[src/rtl/m_unit_arbiter.sv]
// Round-robin arbiter that shares one RV32M multiply/divide unit between NREQ PCPI-style requesters.
// Only M-extension ops are claimed. Operands are registered at grant, and the result is routed back to the granted port only.
module m_unit_arbiter #(
  parameter int NREQ    = 2,
  parameter int TIMEOUT = 64,
  parameter int DATA_W  = 32
) (
  input  logic                          clk,
  input  logic                          resetn,
  input  logic [NREQ-1:0]               req_valid,
  input  logic [NREQ-1:0][DATA_W-1:0]   req_instr,
  input  logic [NREQ-1:0][DATA_W-1:0]   req_rs1,
  input  logic [NREQ-1:0][DATA_W-1:0]   req_rs2,
  output logic [NREQ-1:0]               req_wr,
  output logic [NREQ-1:0][DATA_W-1:0]   req_rd,
  output logic [NREQ-1:0]               req_busy,
  output logic [NREQ-1:0]               req_ready,
  output logic                          m_valid,
  output logic [DATA_W-1:0]             m_instr,
  output logic [DATA_W-1:0]             m_rs1,
  output logic [DATA_W-1:0]             m_rs2,
  input  logic                          m_wr,
  input  logic [DATA_W-1:0]             m_rd,
  input  logic                          m_busy,
  input  logic                          m_ready
);

  localparam int GW = (NREQ > 1) ? $clog2(NREQ) : 1;
  localparam int TW = (TIMEOUT > 0) ? $clog2(TIMEOUT + 1) : 1;
  localparam logic [TW-1:0] T_LAST = TW'((TIMEOUT > 0) ? TIMEOUT - 1 : 0);
  localparam logic [GW-1:0] G_LAST = GW'(NREQ - 1);
  localparam bit TO_EN = (TIMEOUT != 0);

  typedef enum logic [2:0] {
    S_IDLE,
    S_ISSUE,
    S_WAIT,
    S_RELEASE,
    S_DRAIN
  } state_t;

  state_t          state;
  logic [GW-1:0]   grant;
  logic [GW-1:0]   last;
  logic [TW-1:0]   timer;
  logic [NREQ-1:0] busy_p0;
  logic [NREQ-1:0] elig;
  logic            pick_found;
  logic [GW-1:0]   pick_idx;

  // Returns {found, index} for the first eligible port strictly after 'from', wrapping.
  function automatic logic [GW:0] pick_next(input logic [NREQ-1:0] el, input logic [GW-1:0] from);
    logic [GW:0] r;
    int          idx;
    r = '0;
    for (int k = NREQ; k >= 1; k--) begin
      idx = (int'(from) + k) % NREQ;
      if (el[idx]) r = {1'b1, GW'(idx)};
    end
    return r;
  endfunction

  function automatic logic is_m_op(input logic [DATA_W-1:0] ins);
    return (ins[6:0] == 7'b0110011) && (ins[31:25] == 7'b0000001);
  endfunction

  function automatic logic [NREQ-1:0] one_hot(input logic [GW-1:0] idx);
    logic [NREQ-1:0] v;
    v = '0;
    v[idx] = 1'b1;
    return v;
  endfunction

  always_comb begin
    elig = '0;
    for (int i = 0; i < NREQ; i++) begin
      elig[i] = req_valid[i] & is_m_op(req_instr[i]);
    end
  end

  assign {pick_found, pick_idx} = pick_next(elig, last);

  // Grant / issue / wait stage: operands are captured at grant and held until the op retires.
  always_ff @(posedge clk or negedge resetn) begin
    if (!resetn) begin
      state   <= S_IDLE;
      grant   <= '0;
      last    <= G_LAST;
      timer   <= '0;
      busy_p0 <= '0;
      m_valid <= 1'b0;
      m_instr <= '0;
      m_rs1   <= '0;
      m_rs2   <= '0;
    end else begin
      case (state)
        S_IDLE: begin
          if (pick_found) begin
            grant   <= pick_idx;
            last    <= pick_idx;
            m_instr <= req_instr[pick_idx];
            m_rs1   <= req_rs1[pick_idx];
            m_rs2   <= req_rs2[pick_idx];
            m_valid <= 1'b1;
            busy_p0 <= one_hot(pick_idx);
            state   <= S_ISSUE;
          end
        end
        S_ISSUE: begin
          timer <= '0;
          state <= S_WAIT;
        end
        S_WAIT: begin
          timer <= timer + 1'b1;
          if (m_ready) begin
            m_valid <= 1'b0;
            busy_p0 <= '0;
            state   <= S_RELEASE;
          end else if (!req_valid[grant]) begin
            m_valid <= 1'b0;
            busy_p0 <= '0;
            state   <= S_DRAIN;
          end else if (TO_EN && (timer == T_LAST)) begin
            m_valid <= 1'b0;
            busy_p0 <= '0;
            state   <= S_DRAIN;
          end
        end
        S_RELEASE: begin
          state <= S_IDLE;
        end
        S_DRAIN: begin
          // An abandoned op may still complete; wait for the unit to go quiet and drop its result.
          if (!m_busy && !m_ready) state <= S_IDLE;
        end
        default: begin
          m_valid <= 1'b0;
          busy_p0 <= '0;
          state   <= S_IDLE;
        end
      endcase
    end
  end

  assign req_busy = busy_p0;

  // Completion is forwarded combinationally so the requester sees ready in the same cycle as m_ready.
  always_comb begin
    req_ready = '0;
    req_wr    = '0;
    req_rd    = '0;
    if ((state == S_WAIT) && m_ready) begin
      req_ready[grant] = 1'b1;
      req_wr[grant]    = m_wr;
      req_rd[grant]    = m_rd;
    end
  end

endmodule
[config.mk]
export PLATFORM = sky130hd
export DESIGN_NAME = m_unit_arbiter
export DESIGN_NICKNAME = d
export VERILOG_FILES = /design/src/rtl/m_unit_arbiter.sv
export SDC_FILE = /design/constraint.sdc
export NUM_CORES = 1
export LEC_CHECK = 0
export ABC_AREA = 0
export CAP_MARGIN = 20
export CORE_AREA = 3 3 153 155
export DETAILED_ROUTE_END_ITERATION = 8
export DIE_AREA = 0 0 156 158
export PLACE_DENSITY = 0.72
export RECOVER_POWER = 25
export SETUP_SLACK_MARGIN = 0.02
export SYNTH_ARGS = -nofsm -noshare
export SYNTH_HDL_FRONTEND = slang
export SYNTH_SLANG_ARGS = --single-unit
[constraint.sdc]
create_clock -name clk -period 1.5 [get_ports clk]
set_input_delay 0.3 -clock clk [delete_from_list [all_inputs] [get_ports clk]]
set_output_delay 0.3 -clock clk [all_outputs]
set_load 0.02 [all_outputs]
Fig. 1: run 1, routed metal, one color a layer
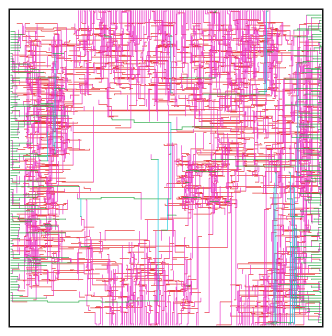
legend:
  red:
    layer: met1
    wire_length: 9410 um
  cyan:
    layer: met4
    wire_length: 747 um
  magenta:
    layer: met2
    wire_length: 14000 um
  green:
    layer: met3
    wire_length: 1890 um
Routed WL per cell: 19.54 um
All-Layer GR Usage: 19.96%
Via Count: 6154

Fig. 2: run 1, placed cells, one color a class
Fill, decap, tap and diode cells in gray.
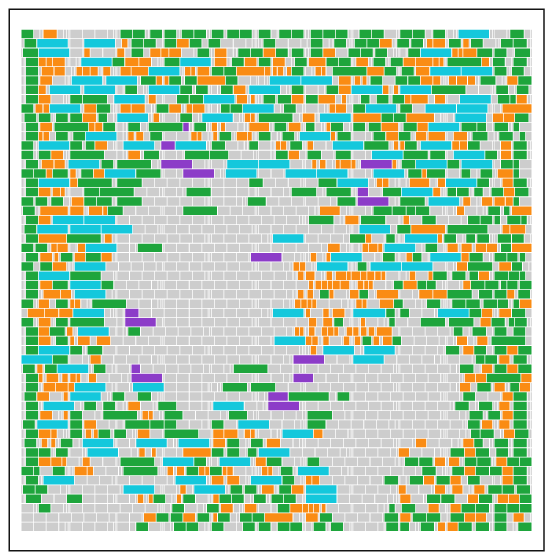
legend:
  green:
    class: other buffers and delay cells
    cells: 509
    share_of_their_area: 48%
  cyan:
    class: flip-flops
    cells: 111
    share_of_their_area: 23%
  orange:
    class: all other logic
    cells: 415
    share_of_their_area: 27%
  purple:
    class: clock drivers and dummy loads
    cells: 16
    share_of_their_area: 2.5%
flop share of the area: 22.33%
post-layout util: 56.69%
Core ar.: 21960 um^2
row count: 54
post-layout instance area: 12450 um^2

==> flow_summary.yaml, run 1 <==
# generated from flow reports
run_status:
  status: "complete, but fails checks"
  violations: "setup timing"
timing:
  hold_violations: 0
  setup_ws_ns: -0.5240
  max_freq_mhz: 494.1
  setup_viol: 245
  relSlewSlack_pct: 63.26
clock_tree:
  cts_tree: "done"
  clk_pin_slew_ns: 0.08
critical_path:
  cpMaxStageDelayCell: "dfrtp_2"
  crit_buf_inv: 4
  crit_chain: "nor2_4, nand3_4, nor2_4, buf_6, buf_12, buf_6, and2_4, buf_6"
  startpoint: "state[2]"
  reg2reg_to: "m_rs2[10]"
final_layout:
  largest_cell_class: "buffers"
  inv_count: 5
  n_antenna_cell: 0
  drive_gt1_share_pct: 35.78
  seqCellArea_um2: 2780
  logic_area_um2: 3206
drt:
  met2_length_um: 13960
logic_synthesis:
  enable_flop_cells: 0
  ys_chip_area_um2: 5592
  common_cells: "110 x dfrtp_1, 94 x a21oi_1, 91 x nor2_1, 83 x mux2i_1, 66 x and2_1"
  top_cell_area_share_pct: 49.23
  postSynthCellCount: 565
  fp_nets: 797
floorplan:
  die_h_um: 158
global_routing:
  grt_max_degree: 54
run:
  tool_warnings: 29
min_path:
  whs_path_depth: 5
Fig. 3: run 1, cell placement
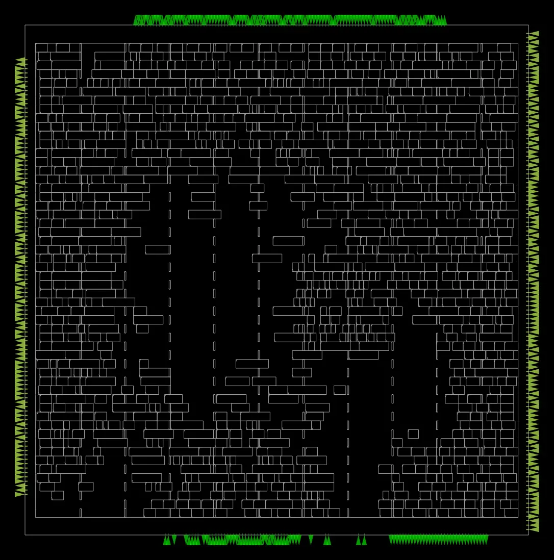
fill count: 1904
Flop Count: 111
Final Non-Filler Cells: 1331
num tapcells: 280

run 1: per-layer routing:
layer  global-route usage, %  up-vias
met2                   37.51      285
met5                       0        -
met3                   5.604       39
met1                   21.43     2939
met4                   6.854        0
li1                        -     2891
run 1: repair_timing:
action	CTS	global route
hold buffers	1	0
setup endpoints to repair	271	273
gates resized	619	63
endpoints found under the hold margin	18	0
pin swaps	42	14
buffers inserted	34	2
cloned	29	0
run 1: report_power, final:
part | switching, mW | internal (mW) | leakage, nW
logic | 0.958 | 1.23 | 4.03
registers | 0.0790 | 3.08 | 1.54
clock network | 1.26 | 1.18 | 0.145
Fig. 4: run 1, ports around the boundary
Pins as bars across the die edge, other pins in gray.
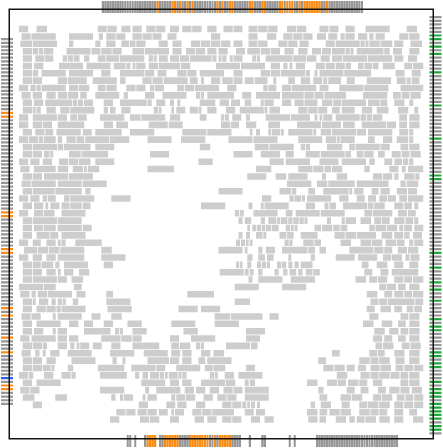

==> inputs of run 2 (changes only) <==
--- a/config.mk
+++ b/config.mk
@@ -7,12 +7,13 @@
 export LEC_CHECK = 0
 export ABC_AREA = 0
 export CAP_MARGIN = 20
-export CORE_AREA = 3 3 153 155
+export CORE_AREA = 3 3 155 157
 export DETAILED_ROUTE_END_ITERATION = 8
-export DIE_AREA = 0 0 156 158
-export PLACE_DENSITY = 0.72
+export DIE_AREA = 0 0 158 160
+export PLACE_DENSITY = 0.69
 export RECOVER_POWER = 25
 export SETUP_SLACK_MARGIN = 0.02
+export SLEW_MARGIN = 20
 export SYNTH_ARGS = -nofsm -noshare
 export SYNTH_HDL_FRONTEND = slang
 export SYNTH_SLANG_ARGS = --single-unit
==> constraint.sdc (replaced) <==
create_clock -name clk -period 2.3 [get_ports clk]
set_input_delay 0.46 -clock clk [delete_from_list [all_inputs] [get_ports clk]]
set_output_delay 0.46 -clock clk [all_outputs]
set_load 0.02 [all_outputs]
Fig. 5: run 2, ports around the boundary
Pins as bars across the die edge, other pins in gray.
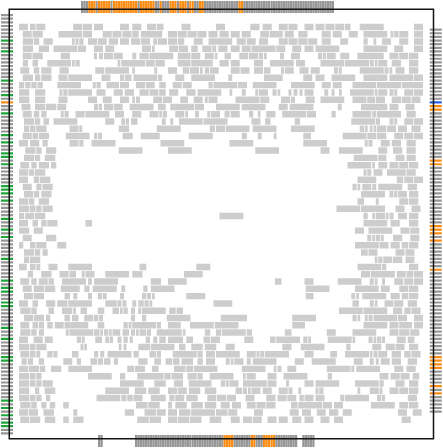
legend:
  blue:
    port: resetn
    pins: 1
    direction: input
    edge: right
  orange:
    port: req_rs2
    pins: 64
    direction: input
    edge: 37 top, 15 right, 11 bottom, 1 left
  green:
    port: m_rd
    pins: 32
    direction: input
    edge: left
Die Wd: 158 um
Die Span Y: 160 um
port bufs: 397

Fig. 6: run 2, cell placement
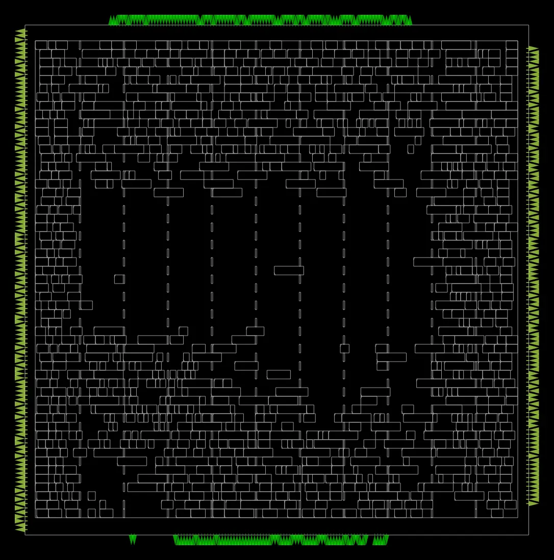
flop share of the area: 25.08%
Core ar.: 22640 um^2

==> run 2 against run 1 <==
  * The run ends with capacitance limit, slew limit left
  * Highest routed layer unchanged
  * Critical path depth decreased by 2
  * Non-clock buffer count shrank 36
  * Synthesized cell count is the same
  * Largest power group unchanged
==> flow_summary.yaml, run 2 <==
# generated from flow reports
final_layout:
  design_area_um2: 11080
  drive_gt1_share_pct: 18.85
  clockNetworkAreaShare_pct: 2.744
  logic_area_um2: 2674
  final_cells: 1298
  seq_cells: 111
  inv_count: 5
  n_antenna_cell: 0
  seqCellArea_um2: 2779
  fillers: 2081
drt:
  met2_length_um: 11280
  wl_per_cell_um: 16.83
  vias: 5851
logic_synthesis:
  top_cell_area_share_pct: 49.23
  fp_nets: 797
  ys_chip_area_um2: 5592
  enable_flop_cells: 0
  postSynthCellCount: 565
  common_cells: "110 x dfrtp_1, 94 x a21oi_1, 91 x nor2_1, 83 x mux2i_1, 66 x and2_1"
timing:
  setup_viol: 0
  hold_violations: 0
  setup_ws_ns: 0.01251
  maxSlewViolCount: 64
  relSlewSlack_pct: -5.010
  max_freq_mhz: 437.2
run:
  tool_warnings: 28
  cap_violations: 1
critical_path:
  startpoint: "m_ready"
  crit_chain: "clkdlybuf4s50_1, nand3_2, nor2_2, buf_12, and2_1, clkdlybuf4s15_2"
  cpMaxStageDelayCell: "clkdlybuf4s50_1"
  reg2reg_to: "m_rs1[22]"
  crit_buf_inv: 3
run_status:
  violations: "capacitance limit, slew limit"
  status: "complete, but fails checks"
global_routing:
  grt_pass1_vias: 5888
  grt.total_usage_pct: 15.72
  grt.met3_usage_pct: 4.417
floorplan:
  tap_cells: 285
  die_area_um2: 25280
clock_tree:
  cts_resized: 201
  holdBufCountCts: 0
  clk_pin_slew_ns: 0.09
  cts_tree: "done"
  cts_post_setup_buffers_inserted: 11
Fig. 7: run 2, placed cells, one color a class
Fill, decap, tap and diode cells in gray.
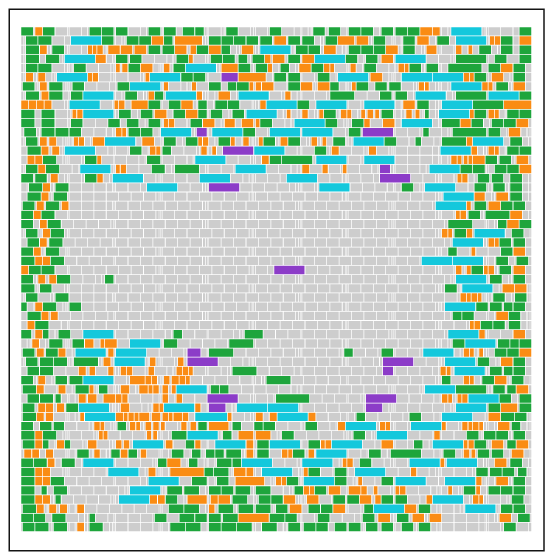
legend:
  green:
    class: other buffers and delay cells
    cells: 473
    share_of_their_area: 46%
  cyan:
    class: flip-flops
    cells: 111
    share_of_their_area: 26%
  orange:
    class: all other logic
    cells: 413
    share_of_their_area: 25%
  purple:
    class: clock drivers and dummy loads
    cells: 16
    share_of_their_area: 2.8%
row count: 55
post-layout util: 48.94%

-- run 2: report_power, final --
group,leakage (nW),switching [mW],internal (mW)
logic,3.08,0.534,0.649
clock network,0.151,0.751,0.840
registers,1.54,0.0478,2.01
total,4.77,1.33,3.49
-- run 2: through the flow --
| stage | hold slack [ns] | setup TNS [ns] | util, % |
|---|---|---|---|
| finish | 0.4669 | 0 | 48.94 |
| global route | 0.4900 | -3.005 | 48.94 |
| CTS | 0.09561 | -0.2093 | 47.26 |
| detailed placement | 0.4538 | -58.09 | 44.72 |
| global placement | 0.4527 | -57.99 | 44.72 |
| floorplan | 0.1644 | 0 | - |
-- run 2: logic make-up after synthesis --
kind of cell | synth area share, %
muxes | 15.06
DFF | 49.70
AOI/OAI and AO/OA | 11.48
buffers and inverters | 4.923
and+or+nand+nor | 18.62
adders and majority gates | 0.2237
==> inputs of run 3 (changes only) <==
--- a/config.mk
+++ b/config.mk
@@ -8,6 +8,7 @@
 export ABC_AREA = 0
 export CAP_MARGIN = 20
 export CORE_AREA = 3 3 155 157
+export CTS_CLUSTER_SIZE = 16
 export DETAILED_ROUTE_END_ITERATION = 8
 export DIE_AREA = 0 0 158 160
 export PLACE_DENSITY = 0.69
Fig. 8: run 3, placed cells, one color a class
Fill, decap, tap and diode cells in gray.
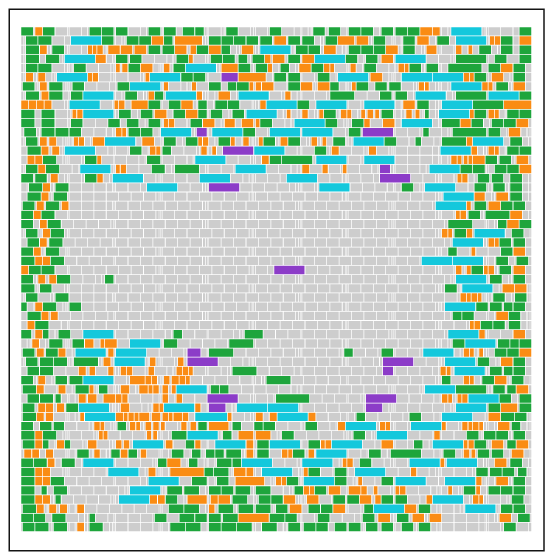
legend:
  purple:
    class: clock drivers and dummy loads
    cells: 16
    share_of_their_area: 2.8%
  orange:
    class: all other logic
    cells: 413
    share_of_their_area: 25%
  green:
    class: other buffers and delay cells
    cells: 473
    share_of_their_area: 46%
  cyan:
    class: flip-flops
    cells: 111
    share_of_their_area: 26%
post-layout instance area: 11080 um^2

Fig. 9: run 3, ports around the boundary
Pins as bars across the die edge, other pins in gray.
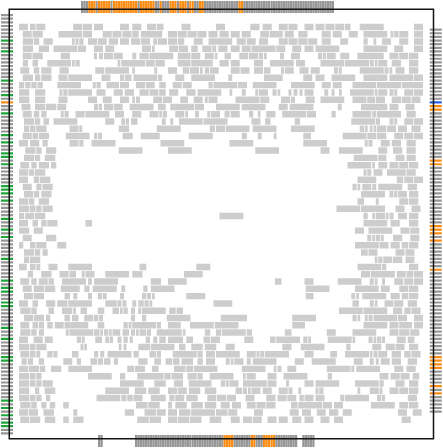
legend:
  blue:
    port: resetn
    pins: 1
    direction: input
    edge: right
  orange:
    port: req_rs2
    pins: 64
    direction: input
    edge: 37 top, 15 right, 11 bottom, 1 left
  green:
    port: m_rd
    pins: 32
    direction: input
    edge: left
all pins by edge: 116 left, 106 right, 103 top, 73 bottom

Fig. 10: run 3, cell placement
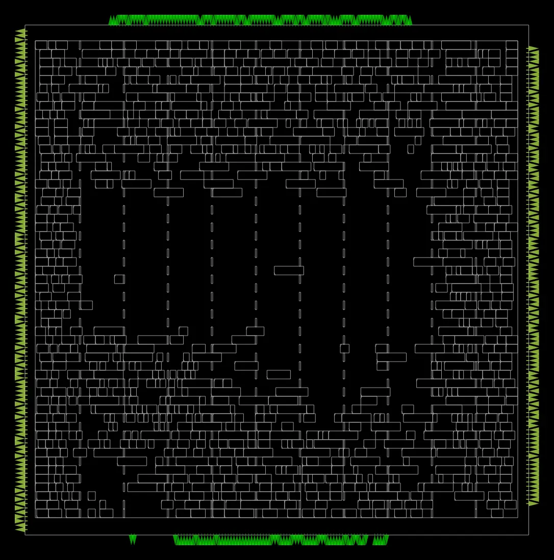
num tapcells: 285
Final Non-Filler Cells: 1298
fill count: 2081

==> run 3 against run 2 <==
  * The run still ends with capacitance limit, slew limit left
  * Core utilization stayed put
  * Maximum frequency stayed put
  * Flip-flop count stayed put
  * Combinational power hardly changed
  * Critical path depth unchanged
  * First-iteration DRC count did not move
  * Sequential power barely moved
  * Final cell count did not move
  * Die area stayed put
  * Clock skew unchanged
  * Critical path type unchanged
  * Largest cell class unchanged
==> flow_summary.yaml, run 3 <==
# generated from flow reports
timing:
  setup_ws_ns: 0.01251
  relSlewSlack_pct: -5.010
  rsz0062_at_grt: "yes"
  setup_viol: 0
  maxSlewViolCount: 64
  timing.setup.tns_ns: 0
  hold_violations: 0
  hold_ws_ns: 0.4669
  max_freq_mhz: 437.2
run:
  cap_violations: 1
  tool_warnings: 28
logic_synthesis:
  fp_nets: 797
  ys_chip_area_um2: 5592
  enable_flop_cells: 0
  top_cell_area_share_pct: 49.23
  postSynthCellCount: 565
power:
  p_int_mw: 3.493
  power_leader: "sequential cells"
  pg_comb_mw: 1.18
  p_sw_mw: 1.332
  switching_share_pct: 27.61
  p_clk_mw: 1.59
  clkPwrFrac_pct: 33.0
  combPwrFrac_pct: 24.5
  pwr-share-seq_pct: 42.5
floorplan:
  num_rows: 55
  core_area_um2: 22640
  die_area_um2: 25280
  die_h_um: 160
  fp.dieW_um: 158
global_routing:
  grt_max_degree: 64
  grt_pass1_vias: 5888
run_status:
  violations: "capacitance limit, slew limit"
  status: "complete, but fails checks"
drt:
  vias: 5851
critical_path:
  cpMaxStageDelayCell: "clkdlybuf4s50_1"
  reg2reg_to: "m_rs1[22]"
  startpoint: "m_ready"
  crit_buf_inv: 3
final_layout:
  seqCellArea_um2: 2779
  largest_cell_class: "buffers"
  final_util_pct: 48.94
  logic_area_um2: 2674
  inv_count: 5
  clockNetworkAreaShare_pct: 2.744
  drive_gt1_share_pct: 18.85
  seq_cells: 111
clock_tree:
  holdBufCountCts: 0
  cts_tree: "done"
run 3: cell counts after synthesis:
Identical to the previous run, type by type.
run 3: layer usage:
metal,wire [um],share of wire [%],global-route usage [%],vias to the layer above
met5,0,0,0,-
met4,449,2.1,5.123,0
met3,1817,8.3,4.417,27
met2,11280,52,28.86,257
met1,8300,38,17.28,2752
li1,-,-,-,2815
run 3: cell families (layout without fill, tap and decap cells):
group	after synthesis	after routing	synth area share, %
buffers and inverters	46	494	4.923
DFF	111	111	49.70
muxes	84	84	15.06
adders and majority gates	1	1	0.2237
AOI/OAI and AO/OA	119	119	11.48
and+or+nand+nor	204	204	18.62
run 3: repair_timing:
action                                  4_1_cts  5_1_grt
endpoints found under the setup margin      152      165
pin swaps                                     3       14
cloned                                        3        6
gates resized                               201       66
setup buffers                                11       13
Power is estimated from default activity; no workload was simulated.
